--- src/rtl/pc_sequencer_if.sv ---
// Fetch-control bundle between the decode/exception logic and the pc sequencer.
interface pc_sequencer_if;
    logic        stall_i;
    logic        br_valid_i;
    logic [31:0] br_target_i;
    logic        exc_req_i;
    logic        eret_req_i;
    logic [31:0] epc_i;
    logic [31:0] pc_o;
    logic [31:0] pc4_o;
    logic        fetch_valid_o;
    logic [3:0]  fetch_err_o;
    logic        pend_valid_o;

    modport master (
        output stall_i, br_valid_i, br_target_i, exc_req_i, eret_req_i, epc_i,
        input  pc_o, pc4_o, fetch_valid_o, fetch_err_o, pend_valid_o
    );

    modport slave (
        input  stall_i, br_valid_i, br_target_i, exc_req_i, eret_req_i, epc_i,
        output pc_o, pc4_o, fetch_valid_o, fetch_err_o, pend_valid_o
    );
endinterface

--- src/rtl/pc_sequencer.sv ---
// Instruction fetch pc sequencer with stall, pending-redirect, exception and eret handling.
// Optional macro PC_RANGE_CHECK_EN enables alignment/window checking of the fetch address.
module pc_sequencer #(
    parameter logic [31:0] RESET_PC   = 32'h0000_3000,
    parameter logic [31:0] HANDLER_PC = 32'h0000_4180,
    parameter logic [31:0] IM_LO      = 32'h0000_3000,
    parameter logic [31:0] IM_HI      = 32'h0000_4ffc
) (
    input  logic          clk_i,
    input  logic          reset_i,   // asynchronous, active low
    pc_sequencer_if.slave bus
);

    typedef enum logic [1:0] {
        ST_RUN  = 2'd0,
        ST_HOLD = 2'd1,
        ST_PEND = 2'd2
    } state_e;

`ifdef PC_RANGE_CHECK_EN
    localparam logic RANGE_EN = 1'b1;
`else
    localparam logic RANGE_EN = 1'b0;
`endif

    localparam logic [3:0] ERR_ADEL = 4'd4;

    function automatic logic pc_legal(input logic [31:0] addr);
        pc_legal = (addr[1:0] == 2'b00) && (addr >= IM_LO) && (addr <= IM_HI);
    endfunction

    state_e      state_q, state_d;
    logic [31:0] pc_q, pc_d;
    logic [31:0] pend_q, pend_d;
    logic [31:0] pc_inc_s;
    logic        legal_s;

    assign pc_inc_s = pc_q + 32'd4;
    assign legal_s  = pc_legal(pc_q);

    // State, pc and pending-target registers
    always_ff @(posedge clk_i or negedge reset_i) begin
        if (!reset_i) begin
            state_q <= ST_RUN;
            pc_q    <= RESET_PC;
            pend_q  <= 32'h0000_0000;
        end else begin
            state_q <= state_d;
            pc_q    <= pc_d;
            pend_q  <= pend_d;
        end
    end

    // Next-pc selection: exception, eret, pending release, branch, stall, sequential
    always_comb begin
        state_d = state_q;
        pc_d    = pc_q;
        pend_d  = pend_q;
        if (bus.exc_req_i) begin
            state_d = ST_RUN;
            pc_d    = HANDLER_PC;
            pend_d  = 32'h0000_0000;
        end else if (bus.eret_req_i) begin
            state_d = ST_RUN;
            pc_d    = bus.epc_i;
            pend_d  = 32'h0000_0000;
        end else begin
            case (state_q)
                ST_PEND: begin
                    if (bus.stall_i) begin
                        state_d = ST_PEND;
                        pend_d  = bus.br_valid_i ? bus.br_target_i : pend_q;
                    end else begin
                        state_d = ST_RUN;
                        pc_d    = bus.br_valid_i ? bus.br_target_i : pend_q;
                        pend_d  = 32'h0000_0000;
                    end
                end
                ST_RUN, ST_HOLD: begin
                    if (bus.stall_i) begin
                        if (bus.br_valid_i) begin
                            state_d = ST_PEND;
                            pend_d  = bus.br_target_i;
                        end else begin
                            state_d = ST_HOLD;
                        end
                    end else begin
                        state_d = ST_RUN;
                        pc_d    = bus.br_valid_i ? bus.br_target_i : pc_inc_s;
                    end
                end
                default: begin
                    state_d = ST_RUN;
                    pend_d  = 32'h0000_0000;
                end
            endcase
        end
    end

    // An illegal pc only flags the fetch; sequencing carries on and the exception comes back via exc_req
    assign bus.pc_o          = pc_q;
    assign bus.pc4_o         = pc_inc_s;
    assign bus.pend_valid_o  = (state_q == ST_PEND);
    assign bus.fetch_valid_o = RANGE_EN ? legal_s : 1'b1;
    assign bus.fetch_err_o   = (RANGE_EN && !legal_s) ? ERR_ADEL : 4'd0;

endmodule

--- src/flat_wrapper.sv ---
// flat-port wrapper written by rule: the top's interface ports become plain ports
module pc_sequencer_flat 
#(
    parameter logic [31:0] RESET_PC   = 32'h0000_3000,
    parameter logic [31:0] HANDLER_PC = 32'h0000_4180,
    parameter logic [31:0] IM_LO      = 32'h0000_3000,
    parameter logic [31:0] IM_HI      = 32'h0000_4ffc
)
  (clk_i, reset_i, bus_stall_i, bus_br_valid_i, bus_br_target_i, bus_exc_req_i, bus_eret_req_i, bus_epc_i, bus_pc_o, bus_pc4_o, bus_fetch_valid_o, bus_fetch_err_o, bus_pend_valid_o);
  pc_sequencer_if bus_i ();
  input  logic clk_i;
  input  logic reset_i;
  input wire logic [$bits(bus_i.stall_i)-1:0] bus_stall_i;
  input wire logic [$bits(bus_i.br_valid_i)-1:0] bus_br_valid_i;
  input wire logic [$bits(bus_i.br_target_i)-1:0] bus_br_target_i;
  input wire logic [$bits(bus_i.exc_req_i)-1:0] bus_exc_req_i;
  input wire logic [$bits(bus_i.eret_req_i)-1:0] bus_eret_req_i;
  input wire logic [$bits(bus_i.epc_i)-1:0] bus_epc_i;
  output wire logic [$bits(bus_i.pc_o)-1:0] bus_pc_o;
  output wire logic [$bits(bus_i.pc4_o)-1:0] bus_pc4_o;
  output wire logic [$bits(bus_i.fetch_valid_o)-1:0] bus_fetch_valid_o;
  output wire logic [$bits(bus_i.fetch_err_o)-1:0] bus_fetch_err_o;
  output wire logic [$bits(bus_i.pend_valid_o)-1:0] bus_pend_valid_o;
  assign bus_i.stall_i = bus_stall_i;
  assign bus_i.br_valid_i = bus_br_valid_i;
  assign bus_i.br_target_i = bus_br_target_i;
  assign bus_i.exc_req_i = bus_exc_req_i;
  assign bus_i.eret_req_i = bus_eret_req_i;
  assign bus_i.epc_i = bus_epc_i;
  assign bus_pc_o = bus_i.pc_o;
  assign bus_pc4_o = bus_i.pc4_o;
  assign bus_fetch_valid_o = bus_i.fetch_valid_o;
  assign bus_fetch_err_o = bus_i.fetch_err_o;
  assign bus_pend_valid_o = bus_i.pend_valid_o;
  pc_sequencer #(.RESET_PC(RESET_PC), .HANDLER_PC(HANDLER_PC), .IM_LO(IM_LO), .IM_HI(IM_HI)) u_core (.clk_i(clk_i), .reset_i(reset_i), .bus(bus_i));
endmodule
--- config.mk ---
export PLATFORM = sky130hd
export DESIGN_NAME = pc_sequencer_flat
export DESIGN_NICKNAME = d
export VERILOG_FILES = /design/src/rtl/pc_sequencer_if.sv /design/src/rtl/pc_sequencer.sv /design/src/flat_wrapper.sv
export SDC_FILE = /design/constraint.sdc
export NUM_CORES = 1
export LEC_CHECK = 0
export CAP_MARGIN = 25
export CORE_ASPECT_RATIO = 0.9
export CORE_MARGIN = 4
export CORE_UTILIZATION = 29
export DETAILED_ROUTE_END_ITERATION = 12
export PLACE_DENSITY_LB_ADDON = 0.3
export SLEW_MARGIN = 20
export SYNTH_ARGS = -nofsm -noshare
export SYNTH_HDL_FRONTEND = slang
export SYNTH_SLANG_ARGS = --single-unit
--- constraint.sdc ---
create_clock -name clk_i -period 2.7 [get_ports clk_i]
set_input_delay 0.27 -clock clk_i [delete_from_list [all_inputs] [get_ports clk_i]]
set_output_delay 0.27 -clock clk_i [all_outputs]
set_load 0.02 [all_outputs]
placement_by_type.png
(2 px per um)
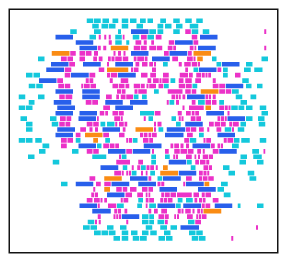
- magenta: combinational and other logic (cells 346; share of their area 39%)
- orange: clock drivers and dummy loads (cells 16; share of their area 5.1%)
- blue: flops (cells 66; share of their area 28%)
- cyan: other buffers and delay cells (cells 178; share of their area 28%)

clk_routes.png
(2 px per um)
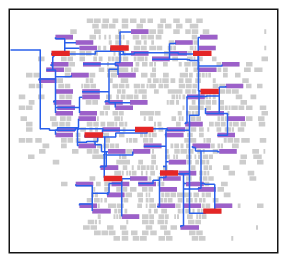
- blue: clock wires (length 1,050 um)
- red: clock drivers (count 9)
- purple: flip-flops (count 66)
- routed clock nets: 10

flops_by_reg.png
(2 px per um) Other sequential cells in the stronger gray, the rest of the logic in the fainter gray.
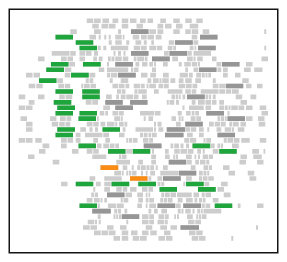
- green: `u_core.pend_q` (sequential cells 32)
- orange: `u_core.state_q` (sequential cells 2)
- not colored: 32

placement.png
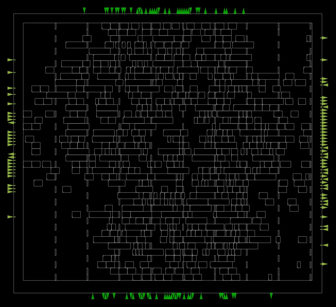
Seq cells: 66
number of non-filler instances in the completed layout: 799
FP Rows: 41
sequential share of cell area: 26.70%

io_fan.png
(4 px per um)
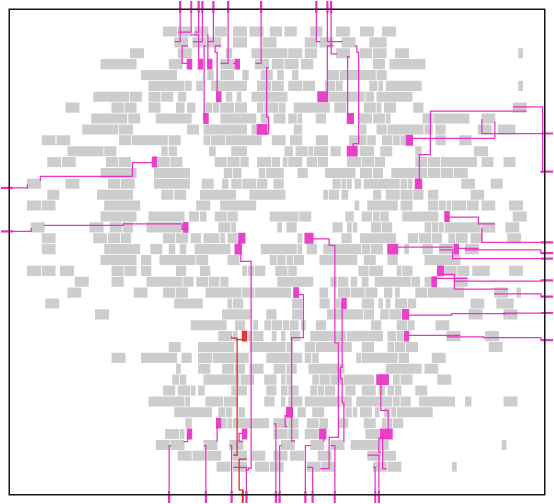
- magenta: `bus_epc_i` (bits 32; direction input; edge 11 bottom, 10 top, 9 right, 2 left; end cells 33; buffers 32; wire 1,070 um)
- red: `bus_pend_valid_o` (bits 1; direction output; edge bottom; end cells 1; buffers 1; wire 44.8 um)

==> flow_summary.toml <==
# physical design summary
[outcome]
outcome = "finished with violations"
violations = "negative setup slack"

[power_and_ir_drop]
powerDensity_nw_per_um2 = 502.1
peakVddDrop_mv = 0.3171

[yosys]
synth.cellmix.simpleShare_pct = 15.76
synth.area.top_cells = "dfrtp_1 39%, a22o_1 7.7%, xnor2_1 4.0%, o21ai_0 3.8%, nand2_1 3.2%"
synth_chip_area_um2 = 4113
top_area_share_pct = 38.94
ys_warn_count = 0
edf_count = 0
ys_sh_mux_pct = 0.7301
top_area_cell = "dfrtp_1"
ys_seq_share_pct = 40.22
ys_top_logic_family = "AND-OR/OR-AND gates"
yosys.area_share.adder_pct = 0.3042
synthFlopType = "dfrtp_1"
synth_cell_type_count = 58
ys.flops = 66
ys_cells = 449
async_flop_share_pct = 100.0
xor_share_pct = 5.750

[drt]
wl_met2_um = 7155
routed.top_layer = "met4"
wl_met1_um = 7356
drc = 0
firstDrtPassIters = 5
wirelength_um = 16170

[critical_path]
cp-start-kind = "flip-flop"
cp_cell_sequence = "nand4_4, nor3_2, nand4_1, xnor2_1, clkdlybuf4s50_1"
slowest_stage = "clkdlybuf4s50_1"
endpoint_kind = "output pin"
crit_fanout = 9
cp_data_arrival_time_ns = 2.53

[job]
cap_violations = 0

[sta]
slew_violations = 0
max_freq_mhz = 356.9
setup_violations = 4
hold_viol = 0
holdWs_ns = 0.4735
layout_min_cycle_time_ns = 2.802
rsz0062_at_grt = "yes"
fin_skew_ns = 0.006250
fin_ws_ns = -0.1015
worst_pin_slew_ns = 0.7150

[final_layout]
lay_top_cells = "113 x clkdlybuf4s50_1, 62 x dfrtp_1, 41 x buf_4"
final_nets = 672
fill_cells = 1393

[floorplanning]
pin_count = 140
die_h_um = 121.0
die_width_um = 133.5
initial_utilization_pct = 29.47

[placement]
gp_congestion = 0.9258
hpwl_um = 12230
placed_cell_area_um2 = 5873
port_buffers = 134

[global_routing]
antenna_found_initial = 0
grt_pass1_wl_um = 24750

[clocking]
htreeDepth = 3
cts_tree = "done"
cts_buffers = 9
-- worst paths after layout --
kind | endpoint | startpoint | cells past startpoint | slack (ns)
setup / recovery | bus_pc4_o[31] | u_core.bus.pc_o[12]$_DFFE_PN1P_ | 5 | -0.10
hold / removal | u_core.bus.pc_o[2]$_DFFE_PN0P_ | bus_epc_i[2] | 3 | 0.47
setup reg to reg | u_core.bus.pc_o[24]$_DFFE_PN0P_ | u_core.bus.pc_o[12]$_DFFE_PN1P_ | 6 | 0.60
hold reg to reg | u_core.pend_q[29]$_DFFE_PN0P_ | u_core.pend_q[29]$_DFFE_PN0P_ | 1 | 0.50
max in group asynchronous | u_core.bus.pc_o[2]$_DFFE_PN0P_ | reset_i | 3 | 1.49
min in group asynchronous | u_core.pend_q[8]$_DFFE_PN0P_ | reset_i | 2 | 0.51
-- metrics by stage --
step / utilization [%] / worst slack (ns) / TNS [ns]
global route: 44.46 / -0.2045 / -0.8005
global placement: 42.09 / 0.07097 / 0
CTS: 44.38 / -0.1402 / -0.3490
floorplan: - / 0.4966 / 0
detailed placement: 42.09 / 0.08690 / 0
finish: 44.46 / -0.1015 / -0.2153
-- metal layers --
layer | vias to the layer above | global-route usage, %
met5 | - | 0
met2 | 213 | 29.51
met4 | 0 | 5.848
met1 | 2150 | 27.74
met3 | 18 | 6.799
li1 | 2004 | -
-- cells in the mapped netlist (4+ instances only) --
| library cell | count |
|---|---|
| a211oi_1 | 7 |
| a21o_1 | 4 |
| a21oi_1 | 19 |
| a221o_1 | 7 |
| a221oi_1 | 8 |
| a22o_1 | 36 |
| a22oi_1 | 6 |
| a31o_2 | 4 |
| and3_1 | 4 |
| buf_1 | 4 |
| buf_2 | 4 |
| buf_4 | 7 |
| clkbuf_1 | 25 |
| dfrtp_1 | 64 |
| inv_1 | 7 |
| nand2_1 | 35 |
| nand3_1 | 12 |
| nand4_1 | 9 |
| nor2_1 | 28 |
| nor3_1 | 13 |
| o211ai_1 | 4 |
| o21a_1 | 12 |
| o21ai_0 | 31 |
| o22ai_1 | 8 |
| o2bb2ai_1 | 4 |
| o31ai_1 | 8 |
| xnor2_1 | 19 |
| xor2_1 | 8 |
-- cell type report --
cell class	instances	area [um2]	area share, %
multi-input combinational	336	2285	36.83
clock buffer	9	225.2	3.630
clock inverter	7	78.83	1.271
inverter	10	37.54	0.6051
tap	193	241.5	3.893
sequential	66	1657	26.70
timing repair buffer	178	1679	27.07
-- power breakdown --
group          total (mW)  switching, mW  internal, mW
logic               0.799          0.427         0.373
registers            1.10         0.0602          1.04
clock network        1.21          0.492         0.720
-- what timing repair did --
action / in CTS / in global routing
hold endpoints to repair: 25 / 0
endpoints found under the setup margin: 19 / 11
gates resized: 23 / 10
hold buffers: 1 / 0
-- logic make-up after synthesis --
| group | after synthesis |
|---|---|
| compound gates | 178 |
| simple gates | 122 |
| flops | 66 |
| buf+inv | 50 |
| xor+xnor | 27 |
| mux | 3 |
| other cells | 2 |
| fa+ha+maj | 1 |
-- critical path, delay by kind of cell, from the launching register on --
kind	cells	cell delay, ns
simple gates	3	0.75
buf+inv	1	0.62
xor+xnor	1	0.21
flops	1	0.60
Power and IR drop assume default switching activity.
